<file path="src/rtl/frame_stream_pkg.sv">
// Shared types for the frame-memory to pixel-stream transmit path.
package frame_stream_pkg;

   localparam int unsigned PIX_W     = 8;
   localparam int unsigned DEF_IMG_W = 512;
   localparam int unsigned DEF_IMG_H = 512;

   typedef logic [PIX_W-1:0] pix_t;

   // One stream beat as stored in the skid FIFO (10 bits).
   typedef struct packed {
      pix_t pix;
      logic sof;
      logic eol;
   } stream_beat_t;

   typedef enum logic [1:0] {
      ST_IDLE  = 2'd0,
      ST_READ  = 2'd1,
      ST_BLANK = 2'd2,
      ST_DRAIN = 2'd3
   } stream_state_t;

endpackage

</file>
<file path="src/rtl/pixel_skid_fifo.sv">
// Two-entry shift FIFO of stream beats. The head always lives in entry 0,
// so the head output comes straight from a register and is zero when empty.
module pixel_skid_fifo
   import frame_stream_pkg::*;
(
   input  logic         clk,
   input  logic         rst_n,
   input  logic         push_i,
   input  stream_beat_t beat_i,
   input  logic         pop_i,
   output stream_beat_t head_o,
   output logic [1:0]   count_o,
   output logic         empty_o,
   output logic         full_o
);

   stream_beat_t e0_q;
   stream_beat_t e1_q;
   logic [1:0]   count_q;
   logic         pop_eff;
   logic         push_eff;

   assign pop_eff  = pop_i & (count_q != 2'd0);
   assign push_eff = push_i & ((count_q != 2'd2) | pop_eff);

   // Storage shift and occupancy; vacated entries are cleared to zero.
   always_ff @(posedge clk or negedge rst_n) begin
      if (!rst_n) begin
         e0_q    <= '0;
         e1_q    <= '0;
         count_q <= 2'd0;
      end else begin
         case ({push_eff, pop_eff})
            2'b10: begin
               if (count_q == 2'd0) e0_q <= beat_i;
               else                 e1_q <= beat_i;
               count_q <= count_q + 2'd1;
            end
            2'b01: begin
               e0_q    <= (count_q == 2'd2) ? e1_q : '0;
               e1_q    <= '0;
               count_q <= count_q - 2'd1;
            end
            2'b11: begin
               if (count_q == 2'd2) begin
                  e0_q <= e1_q;
                  e1_q <= beat_i;
               end else begin
                  e0_q <= beat_i;
               end
            end
            default: ;
         endcase
      end
   end

   assign head_o  = e0_q;
   assign count_o = count_q;
   assign empty_o = (count_q == 2'd0);
   assign full_o  = (count_q == 2'd2);

endmodule

</file>
<file path="src/rtl/frame_pixel_streamer.sv">
// Reads a stored frame in raster order and emits it as a tagged pixel
// stream with credit-based flow control against downstream backpressure.
module frame_pixel_streamer
   import frame_stream_pkg::*;
#(
   parameter int unsigned IMG_W   = DEF_IMG_W,
   parameter int unsigned IMG_H   = DEF_IMG_H,
   parameter int unsigned H_BLANK = 0,
   parameter int unsigned ADDR_W  = $clog2(IMG_W*IMG_H)
) (
   input  logic              clk,
   input  logic              rstN,
   input  logic              start,
   output logic              mem_rd_en,
   output logic [ADDR_W-1:0] mem_rd_addr,
   input  logic [7:0]        mem_rd_data,
   output logic [7:0]        pixel_out,
   output logic              pixel_out_valid,
   output logic              pixel_out_sof,
   output logic              pixel_out_eol,
   input  logic              out_ready,
   output logic              busy,
   output logic              frame_done
);

   localparam int unsigned COL_W     = (IMG_W > 1) ? $clog2(IMG_W) : 1;
   localparam int unsigned ROW_W     = (IMG_H > 1) ? $clog2(IMG_H) : 1;
   localparam int unsigned BLK_W     = (H_BLANK > 1) ? $clog2(H_BLANK) : 1;
   localparam int unsigned BLK_LAST  = (H_BLANK > 0) ? H_BLANK - 1 : 0;

   stream_state_t     state_q;
   logic [ADDR_W-1:0] addr_q;
   logic [COL_W-1:0]  col_q;
   logic [ROW_W-1:0]  row_q;
   logic [BLK_W-1:0]  blank_q;
   logic              inflight_q;
   logic              tag_sof_q;
   logic              tag_eol_q;
   logic              busy_q;
   logic              done_q;

   stream_beat_t      fifo_head;
   stream_beat_t      fifo_beat;
   logic [1:0]        fifo_count;
   logic              fifo_empty;
   logic              fifo_full;

   logic              xfer;
   logic [2:0]        fill;
   logic              rd_en;
   logic              last_col;
   logic              last_row;
   logic              drain_done;

   assign xfer     = ~fifo_empty & out_ready;
   assign fill     = 3'(fifo_count) + 3'(inflight_q);
   assign last_col = (col_q == COL_W'(IMG_W - 1));
   assign last_row = (row_q == ROW_W'(IMG_H - 1));

   // Issue a read only while FIFO slots plus outstanding reads leave room.
   assign rd_en = (state_q == ST_READ) && ((fill - 3'(xfer)) < 3'd2)
                  && !(fifo_full && !xfer);

   // Finish once the FIFO empties this cycle and nothing is still in flight.
   assign drain_done = (state_q == ST_DRAIN) && !inflight_q &&
                       (fifo_empty || ((fifo_count == 2'd1) && xfer));

   // Sequencer: state, raster counters, read pipeline tags, status flags.
   always_ff @(posedge clk or negedge rstN) begin
      if (!rstN) begin
         state_q    <= ST_IDLE;
         addr_q     <= '0;
         col_q      <= '0;
         row_q      <= '0;
         blank_q    <= '0;
         inflight_q <= 1'b0;
         tag_sof_q  <= 1'b0;
         tag_eol_q  <= 1'b0;
         busy_q     <= 1'b0;
         done_q     <= 1'b0;
      end else begin
         done_q     <= 1'b0;
         inflight_q <= rd_en;
         tag_sof_q  <= rd_en & (addr_q == '0);
         tag_eol_q  <= rd_en & last_col;
         case (state_q)
            ST_IDLE: begin
               if (start) begin
                  state_q <= ST_READ;
                  busy_q  <= 1'b1;
                  addr_q  <= '0;
                  col_q   <= '0;
                  row_q   <= '0;
               end
            end
            ST_READ: begin
               if (rd_en) begin
                  addr_q <= addr_q + ADDR_W'(1);
                  if (last_col) begin
                     col_q <= '0;
                     if (last_row) begin
                        state_q <= ST_DRAIN;
                     end else begin
                        row_q <= row_q + ROW_W'(1);
                        if (H_BLANK > 0) begin
                           state_q <= ST_BLANK;
                           blank_q <= '0;
                        end
                     end
                  end else begin
                     col_q <= col_q + COL_W'(1);
                  end
               end
            end
            ST_BLANK: begin
               if (blank_q == BLK_W'(BLK_LAST)) state_q <= ST_READ;
               else                             blank_q <= blank_q + BLK_W'(1);
            end
            ST_DRAIN: begin
               if (drain_done) begin
                  state_q <= ST_IDLE;
                  busy_q  <= 1'b0;
                  done_q  <= 1'b1;
               end
            end
            default: state_q <= ST_IDLE;
         endcase
      end
   end

   assign fifo_beat = '{pix: mem_rd_data, sof: tag_sof_q, eol: tag_eol_q};

   pixel_skid_fifo u_fifo (
      .clk     (clk),
      .rst_n   (rstN),
      .push_i  (inflight_q),
      .beat_i  (fifo_beat),
      .pop_i   (xfer),
      .head_o  (fifo_head),
      .count_o (fifo_count),
      .empty_o (fifo_empty),
      .full_o  (fifo_full)
   );

   assign mem_rd_en       = rd_en;
   assign mem_rd_addr     = addr_q;
   assign pixel_out       = fifo_head.pix;
   assign pixel_out_sof   = fifo_head.sof;
   assign pixel_out_eol   = fifo_head.eol;
   assign pixel_out_valid = ~fifo_empty;
   assign busy            = busy_q;
   assign frame_done      = done_q;

endmodule

</file>
<file path="config.mk">
export PLATFORM = sky130hd
export DESIGN_NAME = frame_pixel_streamer
export DESIGN_NICKNAME = d
export VERILOG_FILES = /design/src/rtl/frame_stream_pkg.sv /design/src/rtl/pixel_skid_fifo.sv /design/src/rtl/frame_pixel_streamer.sv
export SDC_FILE = /design/constraint.sdc
export NUM_CORES = 1
export LEC_CHECK = 0
export ABC_AREA = 0
export CAP_MARGIN = 20
export CORE_ASPECT_RATIO = 0.5
export CORE_MARGIN = 2
export CORE_UTILIZATION = 25
export CTS_BUF_LIST = sky130_fd_sc_hd__clkbuf_4 sky130_fd_sc_hd__clkbuf_8
export CTS_CLUSTER_DIAMETER = 50
export DETAILED_ROUTE_END_ITERATION = 12
export PLACE_DENSITY_LB_ADDON = 0.2
export RECOVER_POWER = 100
export SYNTH_ARGS = -nofsm -noshare
export SYNTH_HDL_FRONTEND = slang
export SYNTH_HIERARCHICAL = 1
export SYNTH_SLANG_ARGS = --single-unit
export TNS_END_PERCENT = 100
</file>
<file path="constraint.sdc">
create_clock -name clk -period 3.46 [get_ports clk]
set_input_delay 0.346 -clock clk [delete_from_list [all_inputs] [get_ports clk]]
set_output_delay 0.346 -clock clk [all_outputs]
set_load 0.1 [all_outputs]
</file>
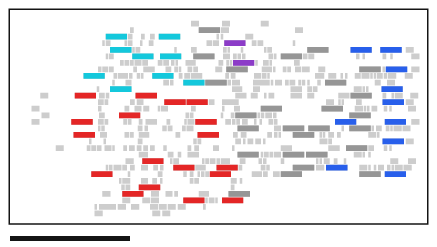
ff_map.png
Scale bar: 50 um. Other sequential cells in the stronger grey, the rest of the logic in the fainter grey.
- purple: `state_q` (placed flops 2)
- red: `mem_rd_addr` (placed flops 18)
- blue: `u_fifo/head_o` (placed flops 10)
- cyan: `row_q` (placed flops 9)
- not coloured: 26

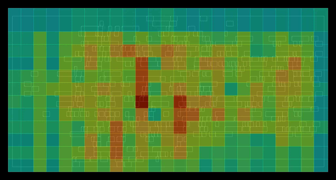
congestion_map.png
GRT Util Overall: 12.6%
met2 Resource Use GR: 19.4%
peak-usage layer in the global routing report: met2
GR met1 Demand/Resource: 17.3%

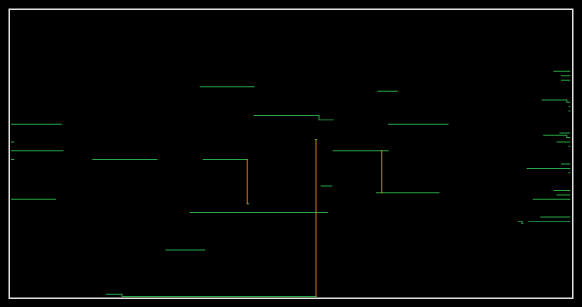
layers.png
Only two layers are drawn.
- green: M3 (wire length 401 um)
- orange: M4 (wire length 74.8 um)

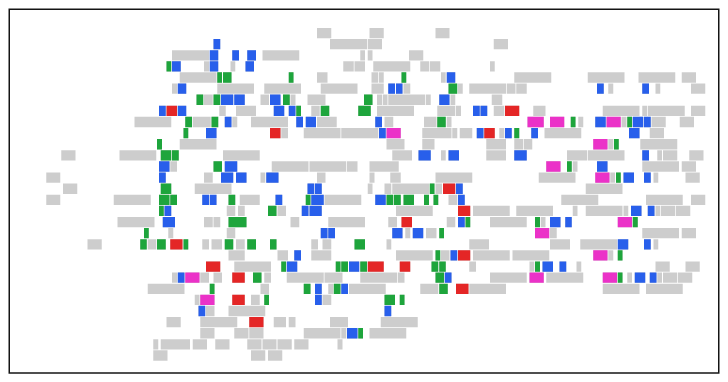
gates.png
- green: nand cells (cells 73; most used nand2_1)
- red: non-inverting ao/oa cells (cells 16; most used a22o_1)
- magenta: mux cells (cells 14; most used mux2i_1)
- blue: aoi and oai cells (cells 89; most used o21ai_0)

[where the power goes]
part	total, mW	switching (mW)	leakage [nW]	internal (mW)
Clock	0.581	0.302	0.0921	0.279
Combinational	2.44	1.74	0.986	0.708
Sequential	1.15	0.182	0.784	0.973
[sequential cells by signal, summed over array words and instances (netlist names)]
name	count
tag_sof_q	1
u_fifo/count_o	2
frame_done	1
u_fifo/e1_q	10
state_q	2
row_q	9
tag_eol_q	1
u_fifo/head_o	10
busy	1
col_q	9
inflight_q	1
mem_rd_addr	18
[cell type report]
class                      count  area [sq um]
inverter                      26          97.6
clock inverter                 4          20.0
fill                        1459          9400
multi-input combinational    272          1720
timing repair buffer          56           529
sequential                    65          1630
tap                          192           240
clock buffer                  11           145
==> summary.txt <==
Physical design

In this run the top signal layer used is met4. Per the synthesis report, the dominant area consumer among library cells is dfrtp_1. The fraction of synthesized cell area in xor and xnor cells stands at 0.490%.

The number of max-cap violations stands at 1. The endpoint required time on the critical path stands at 3.11 ns. The routed design uses 400 um of met3 wire. Post-route period utilization is reported as 92.3%. In the post-synthesis netlist, the biggest area contributors are dfrtp_1 (45%), mux2i_1 (3.6%), nand2_1 (3.6%). The post-synthesis share of cell area spent on and-or and or-and gates stands at 19.6%. 0 antenna diodes ended up in the layout. The worst register-to-register path depth is 11. Setup repair after global routing left no endpoint under its margin. At the floorplan stage, the core utilization is reported as 26.0%.

The final design instance area without fill stands at 4380 sq um. Hold is met by 0.492 ns. The first global-routing pass estimated 15.2 mm of wire. Before antenna repair, the detailed router went through 4 iterations. Per the synth stats, the proportion of register bits with asynchronous set or reset is 100%. Endpoints with negative setup slack in the final report add up to 0.

Counting pins that exceed their max-slew limit in the final report gives 11. Ranked by instance count, the synthesized netlist is headed by dfrtp_1 (65), nand2_1 (34), inv_1 (26). The number of design-rule violations left by the first detailed-router iteration stands at 219. According to the floorplan report, the total die area is 15300 sq um. The number of antenna violations at the first check in global routing came to 0. The synthesis report lists the Yosys warning total as 6. For hold timing, the worst endpoint is row_q[7]$_DFFE_PN0P_. The top cell type in the final layout, fill and taps aside, is dfrtp_1.

As logged by OpenROAD, the buffers inserted on ports number 43. The detailed-routing wirelength on met1 stands at 4.70 mm. Averaged over all synthesized cells, the footprint is 9.34 sq um. For the worst-skew pair, the clock arrives at the later sink with an insertion delay of 0.35 ns. Entering global routing, the biggest net connects 49 pins.

The design draws 4.18 mW. The register-to-register setup slack stands at 0.47 ns. The CTS buffer count stands at 9. In the post-route analysis, the smallest setup slack over all paths is 0.265 ns. The number of sinks handled by clock tree synthesis stands at 65. Clock tree synthesis selected as its root buffer the cell clkbuf_8. The cell count after synthesis stands at 383. Summed over all layers, the global routing overflow is 0. The flow ran to the end, but the final reports show violations. The growth of design area from synthesis to finish stands at 22.3%. In the synthesized netlist, the dominant kind of combinational cell is simple AND/OR/NAND/NOR gates. The transition time at the pin with the least slew margin stands at 1.88 ns. Measured on the finished design, the core utilization comes to 31.8%. According to the floorplan log, the row count is 30.

After routing, the total negative slack on setup checks comes to 0 ns. The worst clock skew stands at 0.00784 ns. The detail route stage leaves a number of antenna-violating nets equal to 0. The maximum single-stage delay on the critical path stands at 0.42 ns. In this run the worst setup path terminates at mem_rd_en. STA classifies the critical path startpoint as a register. For reference, the most critical setup path is categorized as reg2out. The area recorded from the Yosys report for this design is 3580 sq um.

Per the repair_timing log after CTS, setup buffers inserted total 0. Per the detailed placement report, the placed cell area equals 4230 sq um. The wire-length estimate of the detail-placed layout is 5.95 mm. The timing report attributes the biggest portion of critical-path delay to adder cells.

After synthesis, the largest area contributor takes up 45.5% of total cell area. The path length in cells of the critical path stands at 11. The die is 88.6 um tall. The checks that failed: max-capacitance violations, max-slew violations. Timing would allow up to 313 MHz. Per STA, the worst path is made up of nor2_2 > nand2b_1 > inv_1 > ha_1 > nand2b_1 > fa_1 > xnor2_1 > o2111ai_1 > inv_1 > buf_12 > buf_12. Per STA, the startpoint of the critical path is u_fifo/count_o[1]$_DFFE_PN0P_.

Checking hold timing, the worst path is listed with class reg2reg. The standby leakage power stands at 1.86 nW. OpenSTA, run right after detailed placement, puts the worst setup slack at 0.215 ns. The proportion of synthesized chip area in sequential cells stands at 45.5%. The synthesized netlist devotes 3.01% of its cell area to adder and majority cells. In the final report, the number of hold violations comes to 0.

The maximum clock path buffer count stands at 2. Among all cell types in the netlist, the one instantiated most often is dfrtp_1.
No activity file was given, so power comes from the tool's default toggle rates.
